Fig. 1: run 1, gate families picked out
(4 px per µm)
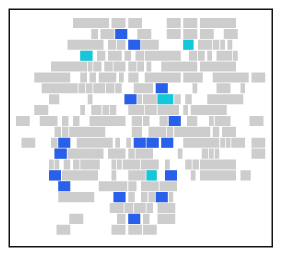
Fig. 2: run 1, sequential cells grouped by signal name
(8 px per µm) Other sequential cells in the stronger grey, the rest of the logic in the fainter grey.
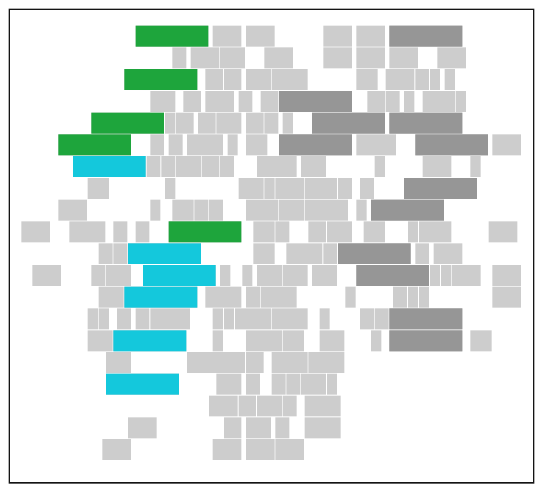
Fig. 3: run 1, a small window of the routed layout
Window x 37 to 62, y 32 to 57 µm. Cells in grey, sequential cells in the stronger grey; small squares are vias.
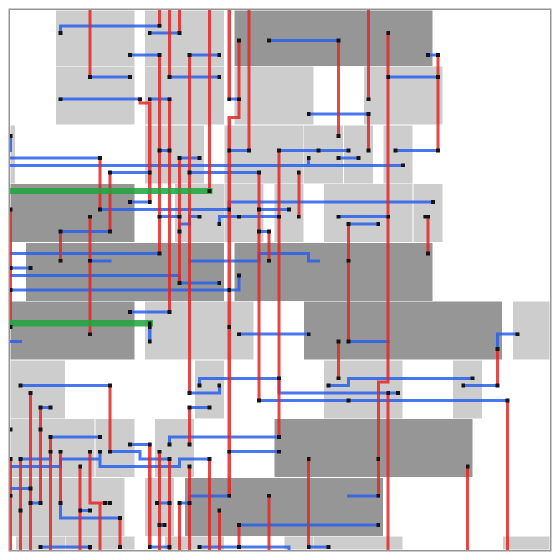
$ cat config.mk
export PLATFORM = sky130hd
export DESIGN_NAME = uart_rx_frame_counter_flat
export DESIGN_NICKNAME = d
export VERILOG_FILES = /design/src/rtl/uart_rx_frame_counter_if.sv /design/src/rtl/uart_rx_frame_counter.sv /design/src/flat_wrapper.sv
export SDC_FILE = /design/constraint.sdc
export NUM_CORES = 1
export LEC_CHECK = 0
export CAP_MARGIN = 20
export CORE_ASPECT_RATIO = 0.9
export CORE_UTILIZATION = 40
export DETAILED_ROUTE_END_ITERATION = 12
export PLACE_DENSITY = 0.76
export SLEW_MARGIN = 5
export SYNTH_ARGS = -nofsm -noshare
export SYNTH_HDL_FRONTEND = slang
export SYNTH_SLANG_ARGS = --single-unit
$ cat constraint.sdc
create_clock -name clck -period 6.75 [get_ports clck]
set_clock_uncertainty 0.15 [all_clocks]
set_input_delay 1.35 -clock clck [delete_from_list [all_inputs] [get_ports clck]]
set_output_delay 1.35 -clock clck [all_outputs]
set_load 0.005 [all_outputs]
$ cat src/rtl/uart_rx_frame_counter_if.sv
// Control and status bundle for the UART receive frame counter.
// The master drives frame enable and configuration; the slave returns counter state.
interface uart_rx_frame_counter_if #(
    parameter int PRESCALE_WIDTH = 6,
    parameter int BIT_CNT_WIDTH  = 5
);
    logic                      enable;
    logic [PRESCALE_WIDTH-1:0] prescale;
    logic                      par_en;
    logic                      stop2;
    logic [PRESCALE_WIDTH-1:0] edge_cnt;
    logic [BIT_CNT_WIDTH-1:0]  bit_cnt;
    logic                      sample_stb;
    logic [1:0]                sample_idx;
    logic                      bit_done;
    logic                      frame_done;
    logic                      cfg_err;

    modport master (
        output enable, prescale, par_en, stop2,
        input  edge_cnt, bit_cnt, sample_stb, sample_idx, bit_done, frame_done, cfg_err
    );

    modport slave (
        input  enable, prescale, par_en, stop2,
        output edge_cnt, bit_cnt, sample_stb, sample_idx, bit_done, frame_done, cfg_err
    );
endinterface

$ cat src/rtl/uart_rx_frame_counter.sv
// Bit/frame timing counter for a UART receiver: tracks the position inside each bit
// and frame from a prescale latched at frame start, and flags the three mid-bit samples.
module uart_rx_frame_counter #(
    parameter int DATA_WIDTH     = 8,
    parameter int PRESCALE_WIDTH = 6,
    parameter int BIT_CNT_WIDTH  = 5
) (
    input  logic clck,
    input  logic rst,
    uart_rx_frame_counter_if.slave bus
);
    localparam logic [BIT_CNT_WIDTH-1:0]  BASE_LAST = BIT_CNT_WIDTH'(DATA_WIDTH + 1);
    localparam logic [PRESCALE_WIDTH-1:0] MIN_PRESCALE = PRESCALE_WIDTH'(4);
    localparam logic [PRESCALE_WIDTH-1:0] ONE_P = PRESCALE_WIDTH'(1);
    localparam logic [BIT_CNT_WIDTH-1:0]  ONE_B = BIT_CNT_WIDTH'(1);

    logic                      run_q, run_d;
    logic [PRESCALE_WIDTH-1:0] p_q, p_d;
    logic                      par_q, par_d;
    logic                      stop2_q, stop2_d;
    logic [PRESCALE_WIDTH-1:0] edge_q, edge_d;
    logic [BIT_CNT_WIDTH-1:0]  bit_q, bit_d;
    logic                      bit_done_q, bit_done_d;
    logic                      frame_done_q, frame_done_d;
    logic                      cfg_err_q, cfg_err_d;

    logic [BIT_CNT_WIDTH-1:0]  last_bit;
    logic [PRESCALE_WIDTH-1:0] mid;
    logic [PRESCALE_WIDTH-1:0] rel;

    // Index of the final stop bit: start + data + optional parity + stop (+ second stop).
    assign last_bit = BASE_LAST + BIT_CNT_WIDTH'(par_q) + BIT_CNT_WIDTH'(stop2_q);

    always_comb begin
        run_d        = run_q;
        p_d          = p_q;
        par_d        = par_q;
        stop2_d      = stop2_q;
        edge_d       = edge_q;
        bit_d        = bit_q;
        cfg_err_d    = cfg_err_q;
        bit_done_d   = 1'b0;
        frame_done_d = 1'b0;
        if (!bus.enable) begin
            run_d  = 1'b0;
            edge_d = '0;
            bit_d  = '0;
        end else if (!run_q) begin
            p_d       = bus.prescale;
            par_d     = bus.par_en;
            stop2_d   = bus.stop2;
            edge_d    = '0;
            bit_d     = '0;
            run_d     = (bus.prescale >= MIN_PRESCALE);
            cfg_err_d = (bus.prescale < MIN_PRESCALE);
        end else if (edge_q == p_q - ONE_P) begin
            edge_d     = '0;
            bit_done_d = 1'b1;
            if (bit_q == last_bit) begin
                bit_d        = '0;
                frame_done_d = 1'b1;
            end else begin
                bit_d = bit_q + ONE_B;
            end
        end else begin
            edge_d = edge_q + ONE_P;
        end
    end

    always_ff @(posedge clck or negedge rst) begin
        if (!rst) begin
            run_q        <= 1'b0;
            p_q          <= '0;
            par_q        <= 1'b0;
            stop2_q      <= 1'b0;
            edge_q       <= '0;
            bit_q        <= '0;
            bit_done_q   <= 1'b0;
            frame_done_q <= 1'b0;
            cfg_err_q    <= 1'b0;
        end else begin
            run_q        <= run_d;
            p_q          <= p_d;
            par_q        <= par_d;
            stop2_q      <= stop2_d;
            edge_q       <= edge_d;
            bit_q        <= bit_d;
            bit_done_q   <= bit_done_d;
            frame_done_q <= frame_done_d;
            cfg_err_q    <= cfg_err_d;
        end
    end

    // rel is 0,1,2 exactly when edge_cnt sits at M-1, M, M+1 (modular offset from M-1).
    assign mid = p_q >> 1;
    assign rel = edge_q - mid + ONE_P;

    assign bus.sample_stb = run_q & bus.enable & (rel <= PRESCALE_WIDTH'(2));
    assign bus.sample_idx = bus.sample_stb ? rel[1:0] : 2'd0;
    assign bus.edge_cnt   = edge_q;
    assign bus.bit_cnt    = bit_q;
    assign bus.bit_done   = bit_done_q;
    assign bus.frame_done = frame_done_q;
    assign bus.cfg_err    = cfg_err_q;
endmodule

$ cat src/flat_wrapper.sv
// flat-port wrapper written by rule: the top's interface ports become plain ports
module uart_rx_frame_counter_flat 
#(
    parameter int DATA_WIDTH     = 8,
    parameter int PRESCALE_WIDTH = 6,
    parameter int BIT_CNT_WIDTH  = 5
)
  (clck, rst, bus_enable, bus_prescale, bus_par_en, bus_stop2, bus_edge_cnt, bus_bit_cnt, bus_sample_stb, bus_sample_idx, bus_bit_done, bus_frame_done, bus_cfg_err);
  uart_rx_frame_counter_if #(.PRESCALE_WIDTH(PRESCALE_WIDTH), .BIT_CNT_WIDTH(BIT_CNT_WIDTH)) bus_i ();
  input  logic clck;
  input  logic rst;
  input wire logic [$bits(bus_i.enable)-1:0] bus_enable;
  input wire logic [$bits(bus_i.prescale)-1:0] bus_prescale;
  input wire logic [$bits(bus_i.par_en)-1:0] bus_par_en;
  input wire logic [$bits(bus_i.stop2)-1:0] bus_stop2;
  output wire logic [$bits(bus_i.edge_cnt)-1:0] bus_edge_cnt;
  output wire logic [$bits(bus_i.bit_cnt)-1:0] bus_bit_cnt;
  output wire logic [$bits(bus_i.sample_stb)-1:0] bus_sample_stb;
  output wire logic [$bits(bus_i.sample_idx)-1:0] bus_sample_idx;
  output wire logic [$bits(bus_i.bit_done)-1:0] bus_bit_done;
  output wire logic [$bits(bus_i.frame_done)-1:0] bus_frame_done;
  output wire logic [$bits(bus_i.cfg_err)-1:0] bus_cfg_err;
  assign bus_i.enable = bus_enable;
  assign bus_i.prescale = bus_prescale;
  assign bus_i.par_en = bus_par_en;
  assign bus_i.stop2 = bus_stop2;
  assign bus_edge_cnt = bus_i.edge_cnt;
  assign bus_bit_cnt = bus_i.bit_cnt;
  assign bus_sample_stb = bus_i.sample_stb;
  assign bus_sample_idx = bus_i.sample_idx;
  assign bus_bit_done = bus_i.bit_done;
  assign bus_frame_done = bus_i.frame_done;
  assign bus_cfg_err = bus_i.cfg_err;
  uart_rx_frame_counter #(.DATA_WIDTH(DATA_WIDTH), .PRESCALE_WIDTH(PRESCALE_WIDTH), .BIT_CNT_WIDTH(BIT_CNT_WIDTH)) u_core (.clck(clck), .rst(rst), .bus(bus_i));
endmodule
==> impl_metrics.tcl, run 1 <==
# yosys + openroad results
set metrics [dict create \
    synthAoiAreaFrac 0.119 \
    gp_congestion 0.870 \
    vias 1196 \
    synth.comb.largest_family "simple AND/OR/NAND/NOR gates" \
    numCtsBuffers 3 \
    synthesis.nets 176 \
    critical_path.max_fanout 13 \
    p_per_area_nw_per_um2 176 \
    ys_warn_count 0 \
    avgRoutedWirePerCell_um 13.3 \
    clk_pin_slew_worst_paths_ns 0.07 \
    grt_max_degree 24 \
    cts_setup_buffers 0 \
    whs_path_depth 2 \
    cts_resized 0 \
    root_buffer "clkbuf_8" \
    required_ns 5.25 \
    synth_area_um2 1450 \
    crit_path_frequent_cell "clkdlybuf4s50_1" \
    hold_buffers 0 \
    slowest_stage "clkdlybuf4s50_1" \
    synth.largest_area_cell "dfrtp_1" \
    max_freq_mhz 193 \
    synthCells 151 \
    clkSinkCount 23 \
    fin_crit_ns 5.17 \
    nets 205 \
    start_kind "input pin" \
    period_used_share 0.767 \
    area_delta_synth_final_pct 25.4 \
    grt_use_total 0.175 \
    fa_ha_area_frac 0.126 \
    setup_viol 0 \
    r2r_cells 5 \
    slew_violations 0 \
    worstHoldPathType "reg -> reg" \
    critPathTopFamily "simple AND/OR/NAND/NOR gates" \
    synth-edff-count 0 \
    ff_type "dfrtp_1" \
    synthXorXnorAreaFrac 0.0970 \
    pin_count 28 \
    ys_types 35 \
    antenna_found_initial 0 \
    rsz0062_at_grt "no" \
    layout-drive-gt1-share 0.0447 \
    drt_iter0_drc 38 \
    rows 20 \
    cap_violations 0 \
    core_area_um2 3400 \
    port_buffers 27 \
    crit_path_max_incr_delay_ns 0.54 \
    final_cell_mix "27 x clkdlybuf4s50_1, 23 x dfrtp_1, 14 x inv_1" \
    area_leaders "dfrtp_1 40%, ha_1 11%, xnor2_1 6.7%" \
    via_per_inst 5.36 \
    crit_chain "clkdlybuf4s50_1, nand2_1, a21oi_1, nand3_1, nor4b_1, and2_1, clkdlybuf4s50_1" \
    diodes 0 \
    cp.depth 7 \
    leakagePower_nw 0.762 \
    die_w_um 65.4 \
    grt_pass1_vias 1145 \
    ys_chip_area_um2 1450 \
    fin_tns_setup_ns 0 \
    simple_gate_share 0.184 \
    antenna_left 0 \
    critPathKind "in -> out" \
    slew_headroom 0.414 \
    numSynthFlops 23 \
    worstMarginPinSlew_ns 0.878 \
    die_area_um2 3860 \
    grt.overflow.total 0 \
    drc_errors 0 \
    dp_hpwl_um 2350 \
    dr.pass1.iters 4 \
    log.warning_count 26 \
    wirelength_um 2980 \
    cp-end-kind "output pin" \
    synthArstFlopShare 1.00 \
    cts-htree-levels 1 \
    insertion_delay_ns 0.26 \
    status "complete, no violations" \
    ys_cells 151 \
    mux_share 0.0294 \
    chipHeight_um 59.0 \
    tritoncts "done" \
    yosys.area.top_type_share 0.398 \
    grt_pass1_wl_um 5150 \
    fp_util 0.425 \
    arrival_ns 3.67 \
    path_buffers 2 \
    syn_area_per_cell_um2 9.57 \
    ys_seq_share 0.398 \
    cts_buffer_depth 2 \
    peakVddDrop_uv 95.4 \
    hold_viol_final 0 \
]
Notes on Fig. 1 above:
Key: cyan = non-inverting ao/oa cells [cells 4]; blue = xor and xnor cells [cells 16]
most frequent logic cell in the layout: clkdlybuf4s50_1
fraction of area in multi-input gates: 0.443
final non-filler cell total: 223

Notes on Fig. 2 above:
Key: green = u_core.bus.bit_cnt [placed flops 5]; cyan = u_core.bus.edge_cnt [placed flops 6]
Util after Layout: 0.532
Seq/total area: 0.318
register area: 576 µm²

Notes on Fig. 3 above:
Key: green = M3; red = M2; blue = M1
Sequential cells in the window: 8. Most frequent: dfrtp_1 (8), clkdlybuf4s50_1 (7), inv_1 (4). 34 logic cells have their middle in the window. Netlist names of flops here include u_core.p_q (2).

[run 1: report_power, final]
part | internal, mW | leakage [nW] | switching, mW
sequential | 0.146 | 0.304 | 0.00921
combinational | 0.0379 | 0.435 | 0.0426
clock | 0.0421 | 0.0228 | 0.0406
[run 1: cell families after synthesis]
logic type	Yosys count
buffers and inverters	18
flip-flops	23
XOR/XNOR	16
adder cells (fa/ha/maj)	14
AND/OR/NAND/NOR	49
multiplexers	4
AND-OR/OR-AND	27
[run 1: area by class of cell]
type / instances / area (µm²)
repair buffers: 28 / 282
clock buffers: 4 / 45.0
inverters: 14 / 52.6
multi-input cells: 110 / 802
flip-flops and latches: 23 / 576
well taps: 44 / 55.1
fillers: 317 / 1590
[run 1: path summary, 6_finish.rpt]
kind                                    startpoint                      to  slack [ns]
max in group asynchronous                      rst  u_core.bus.edge_cnt[4]        4.80
worst min register to register  u_core.bus.cfg_err      u_core.bus.cfg_err        0.37
worst max register to register       u_core.p_q[3]   u_core.bus.bit_cnt[0]        4.03
worst max-delay path                    bus_enable       bus_sample_idx[1]        1.58
worst min-delay path            u_core.bus.cfg_err      u_core.bus.cfg_err        0.37
min in group asynchronous                      rst            u_core.par_q        1.21
[run 1: registers in the layout, indices dropped and copies added, names as in the netlist]
signal	count
u_core.run_q	1
u_core.bus.bit_done	1
u_core.bus.edge_cnt	6
u_core.stop2_q	1
u_core.bus.bit_cnt	5
u_core.p_q	6
u_core.par_q	1
u_core.bus.cfg_err	1
u_core.bus.frame_done	1
[run 1: per-stage QoR]
| step | instance area, µm² | hold slack [ns] | setup slack [ns] | std cells | total power [mW] |
|---|---|---|---|---|---|
| finish | 1810 | 0.366 | 1.58 | 223 | 0.318 |
| global route | 1810 | 0.406 | 1.43 | 223 | 0.342 |
| CTS | 1800 | 0.372 | 1.58 | 222 | 0.321 |
| detailed placement | 1760 | 0.360 | 1.58 | 218 | 0.237 |
| global placement | 1760 | 0.354 | 1.71 | 218 | 0.235 |
| floorplan | 1450 | 0.357 | 3.00 | 151 | 0.212 |
[run 1: cell usage after synthesis, types with 4 or more instances]
master / instances
dfrtp_1: 23
inv_1: 14
ha_1: 13
o21ai_0: 12
xnor2_1: 11
nand2_1: 10
nor3_1: 10
nand3_1: 6
a21oi_1: 5
xor2_1: 5
clkbuf_1: 4
nor2_1: 4
[run 1: worst min-delay path, cell delays in order (launching register included)]
cell and delay (ns):
dfrtp_1 0.38, inv_1 0.05, mux2i_1 0.05
[run 1: metal layers]
metal | wire [µm] | track usage
met4 | 19 | 0.0683
met2 | 1450 | 0.289
met1 | 1410 | 0.227
met3 | 97 | 0.0365
met5 | 0 | 0
Fig. 4: run 1, met1 routing
(4 px per µm)
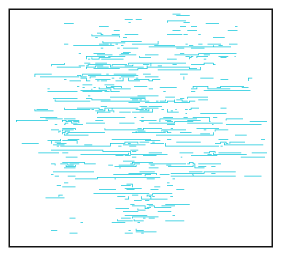

==> run 1 -> run 2 <==
==> constraint.sdc (replaced) <==
create_clock -name clck -period 5.1 [get_ports clck]
set_clock_uncertainty 0.15 [all_clocks]
set_input_delay 1.02 -clock clck [delete_from_list [all_inputs] [get_ports clck]]
set_output_delay 1.02 -clock clck [all_outputs]
set_load 0.005 [all_outputs]
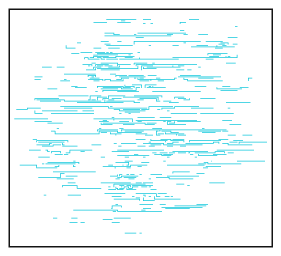
Fig. 5. Met1 routing (run 2).
(4 px per µm)
The layer holds 45% of the routed length. The wires run mostly horizontal.

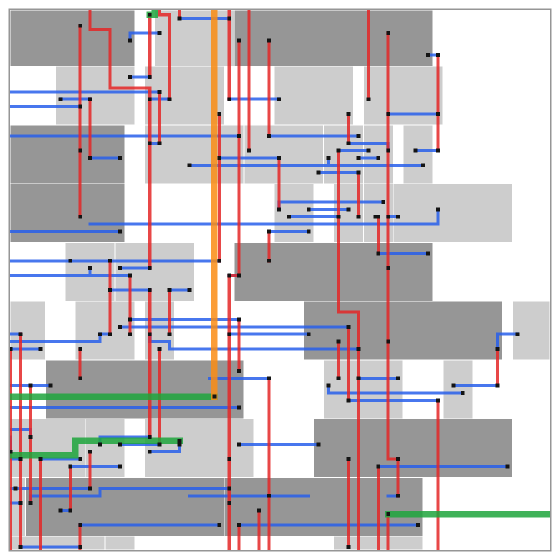
Fig. 6. A small window of the routed layout (run 2).
Window x 37 to 62, y 32 to 57 µm. Cells in grey, sequential cells in the stronger grey; small squares are vias.
Key: orange = M4; red = M2; blue = M1; green = M3
35 logic cells have their middle in the window. Most frequent: dfrtp_1 (10), clkdlybuf4s50_1 (7), inv_1 (4). Netlist names of flops here include u_core.p_q (3). Sequential cells in the window: 10.

==> run 2 against run 1 <==
Effect of this change:
- non-clock buffer count rose by 1
- hold slack improved by 0.0023 ns
- clock power rose by 34%
- global-route usage grew 1.6 points
- via count increased by 5.0%
- worst setup slack worse by 0.84 ns
- power grew 35%
- synthesized area did not move
- critical endpoint is now bus_sample_idx[0]
==> impl_metrics.tcl, run 2 <==
# yosys + openroad results
set metrics [dict create \
    status "complete, no violations" \
    hold_buffers 0 \
    cap_violations 0 \
    yosys.area.top_type_share 0.398 \
    ys_warn_count 0 \
    place_ws_ns 0.834 \
    met2_usage 0.302 \
    grt_pass1_vias 1251 \
    fa_ha_area_frac 0.126 \
    period_used_share 0.855 \
    antenna_found_initial 0 \
    slew_violations 0 \
    cts_setup_buffers 0 \
    gp_congestion 0.911 \
    chipHeight_um 59.0 \
    ys_cells 151 \
    rsz0062_at_grt "no" \
    synthAoiAreaFrac 0.119 \
    p_per_area_nw_per_um2 235 \
    synth.comb.largest_family "simple AND/OR/NAND/NOR gates" \
    dp_hpwl_um 2510 \
    grt_max_degree 24 \
    avgRoutedWirePerCell_um 14.8 \
    cts_resized 0 \
    top_cells_by_count "23 x dfrtp_1, 14 x inv_1, 13 x ha_1, 12 x o21ai_0, 11 x xnor2_1" \
    root_buffer "clkbuf_8" \
    grt.busiest_layer "met2" \
    die_w_um 65.4 \
    synthArstFlopShare 1.00 \
    worst_slack_ns 0.740 \
    synth-edff-count 0 \
    worstHoldPathType "reg -> reg" \
    grt_pass1_wl_um 5690 \
    critPathKind "reg -> out" \
    arrival_ns 3.19 \
    grt_use_met1 0.258 \
    peakVddDrop_uv 118 \
    port_buffers 27 \
    syn_area_per_cell_um2 9.57 \
    cts_buffer_depth 2 \
    core_area_um2 3400 \
    wirelength_um 3320 \
    rows 20 \
    numSynthFlops 23 \
    grt_use_total 0.191 \
    mux_share 0.0294 \
    ff_type "dfrtp_1" \
    synthXorXnorAreaFrac 0.0970 \
    start_kind "register" \
    synthesis.nets 176 \
    slew_headroom 0.380 \
    grt.overflow.total 0 \
    fin_tns_setup_ns 0 \
    via_per_inst 5.61 \
    yosys.cell_count.top_type "dfrtp_1" \
    hold_viol_final 0 \
    critical_path.max_fanout 5 \
    insertion_delay_ns 0.26 \
    final_cell_mix "27 x clkdlybuf4s50_1, 23 x dfrtp_1, 14 x inv_1" \
    area_leaders "dfrtp_1 40%, ha_1 11%, xnor2_1 6.7%" \
    nets 206 \
    setup_viol 0 \
    die_area_um2 3860 \
    drt_iter0_drc 55 \
    synthCells 151 \
    drc_errors 0 \
    required_ns 3.93 \
    diodes 0 \
    antenna_left 0 \
    simple_gate_share 0.184 \
    cp-end-kind "output pin" \
    finalNonFillerCells 224 \
    ys_chip_area_um2 1450 \
    ys_types 35 \
    clk_pin_slew_worst_paths_ns 0.08 \
    synth.largest_area_cell "dfrtp_1" \
    fin_crit_ns 4.36 \
    clkSinkCount 23 \
    vias 1256 \
    fin_util 0.536 \
    ys_seq_share 0.398 \
    max_freq_mhz 229 \
    worstMarginPinSlew_ns 0.928 \
    layout-drive-gt1-share 0.0556 \
    cts-htree-levels 1 \
    area_delta_synth_final_pct 26.2 \
    numCtsBuffers 3 \
    pin_count 28 \
    leakagePower_nw 0.770 \
    synth_area_um2 1450 \
    met3_usage 0.0385 \
    layout_top_cell "clkdlybuf4s50_1" \
    dr.pass1.iters 4 \
    fp_util 0.425 \
    tritoncts "done" \
    dp.cells 219 \
    log.warning_count 26 \
]
[run 2: worst paths after layout]
path | from | endpoint | slack (ns) | depth (start not counted)
min reg2reg | u_core.bus.cfg_err | u_core.bus.cfg_err | 0.37 | 2
max | u_core.bus.edge_cnt[1] | bus_sample_idx[0] | 0.74 | 11
min | u_core.bus.cfg_err | u_core.bus.cfg_err | 0.37 | 2
max in group asynchronous | rst | u_core.bus.edge_cnt[5] | 3.40 | 2
min in group asynchronous | rst | u_core.par_q | 0.94 | 1
max reg2reg | u_core.p_q[3] | u_core.bus.bit_cnt[0] | 2.32 | 5
[run 2: metrics by stage]
step                hold WS [ns]  instance area [µm²]  total power [mW]
finish                     0.369                 1820             0.429
floorplan                  0.357                 1450             0.281
CTS                        0.373                 1810             0.431
global route               0.408                 1820             0.459
global placement           0.355                 1760             0.311
detailed placement         0.360                 1760             0.318
[run 2: routing by layer]
layer  vias up  routed length [µm]
met4         0                  80
met2        43                1590
met1       611                1480
li1        592                   -
met5         -                   0
met3        10                 164
[run 2: logic make-up after synthesis]
kind of cell / count (synthesis)
muxes: 4
DFF: 23
and+or+nand+nor: 49
buffers and inverters: 18
adders and majority gates: 14
xor gates and xnor gates: 16
AOI/OAI and AO/OA: 27
[run 2: worst max-delay path, cell delays in order, from the launching register on]
cell             delay, ns
dfrtp_1               0.45
inv_1                 0.07
ha_1                  0.28
inv_1                 0.06
ha_1                  0.16
inv_1                 0.06
fa_1                  0.41
xor2_1                0.17
nand3_1               0.09
nor4b_1               0.46
and2_1                0.21
clkdlybuf4s50_1       0.53
[run 2: final cells by class]
type | instances | area, µm²
well taps | 44 | 55.1
multi-input cells | 110 | 802
flip-flops and latches | 23 | 576
fillers | 320 | 1580
clock buffers | 3 | 41.3
inverters | 14 | 52.6
clock inverters | 1 | 5.00
repair buffers | 29 | 293
[run 2: power breakdown]
part	leakage [nW]	switching [mW]	total, mW	internal (mW)
logic	0.441	0.0607	0.112	0.0513
registers	0.304	0.0131	0.206	0.193
clock network	0.0255	0.0568	0.111	0.0545
Power figures rest on the tool's default switching activity, not on a simulated workload.
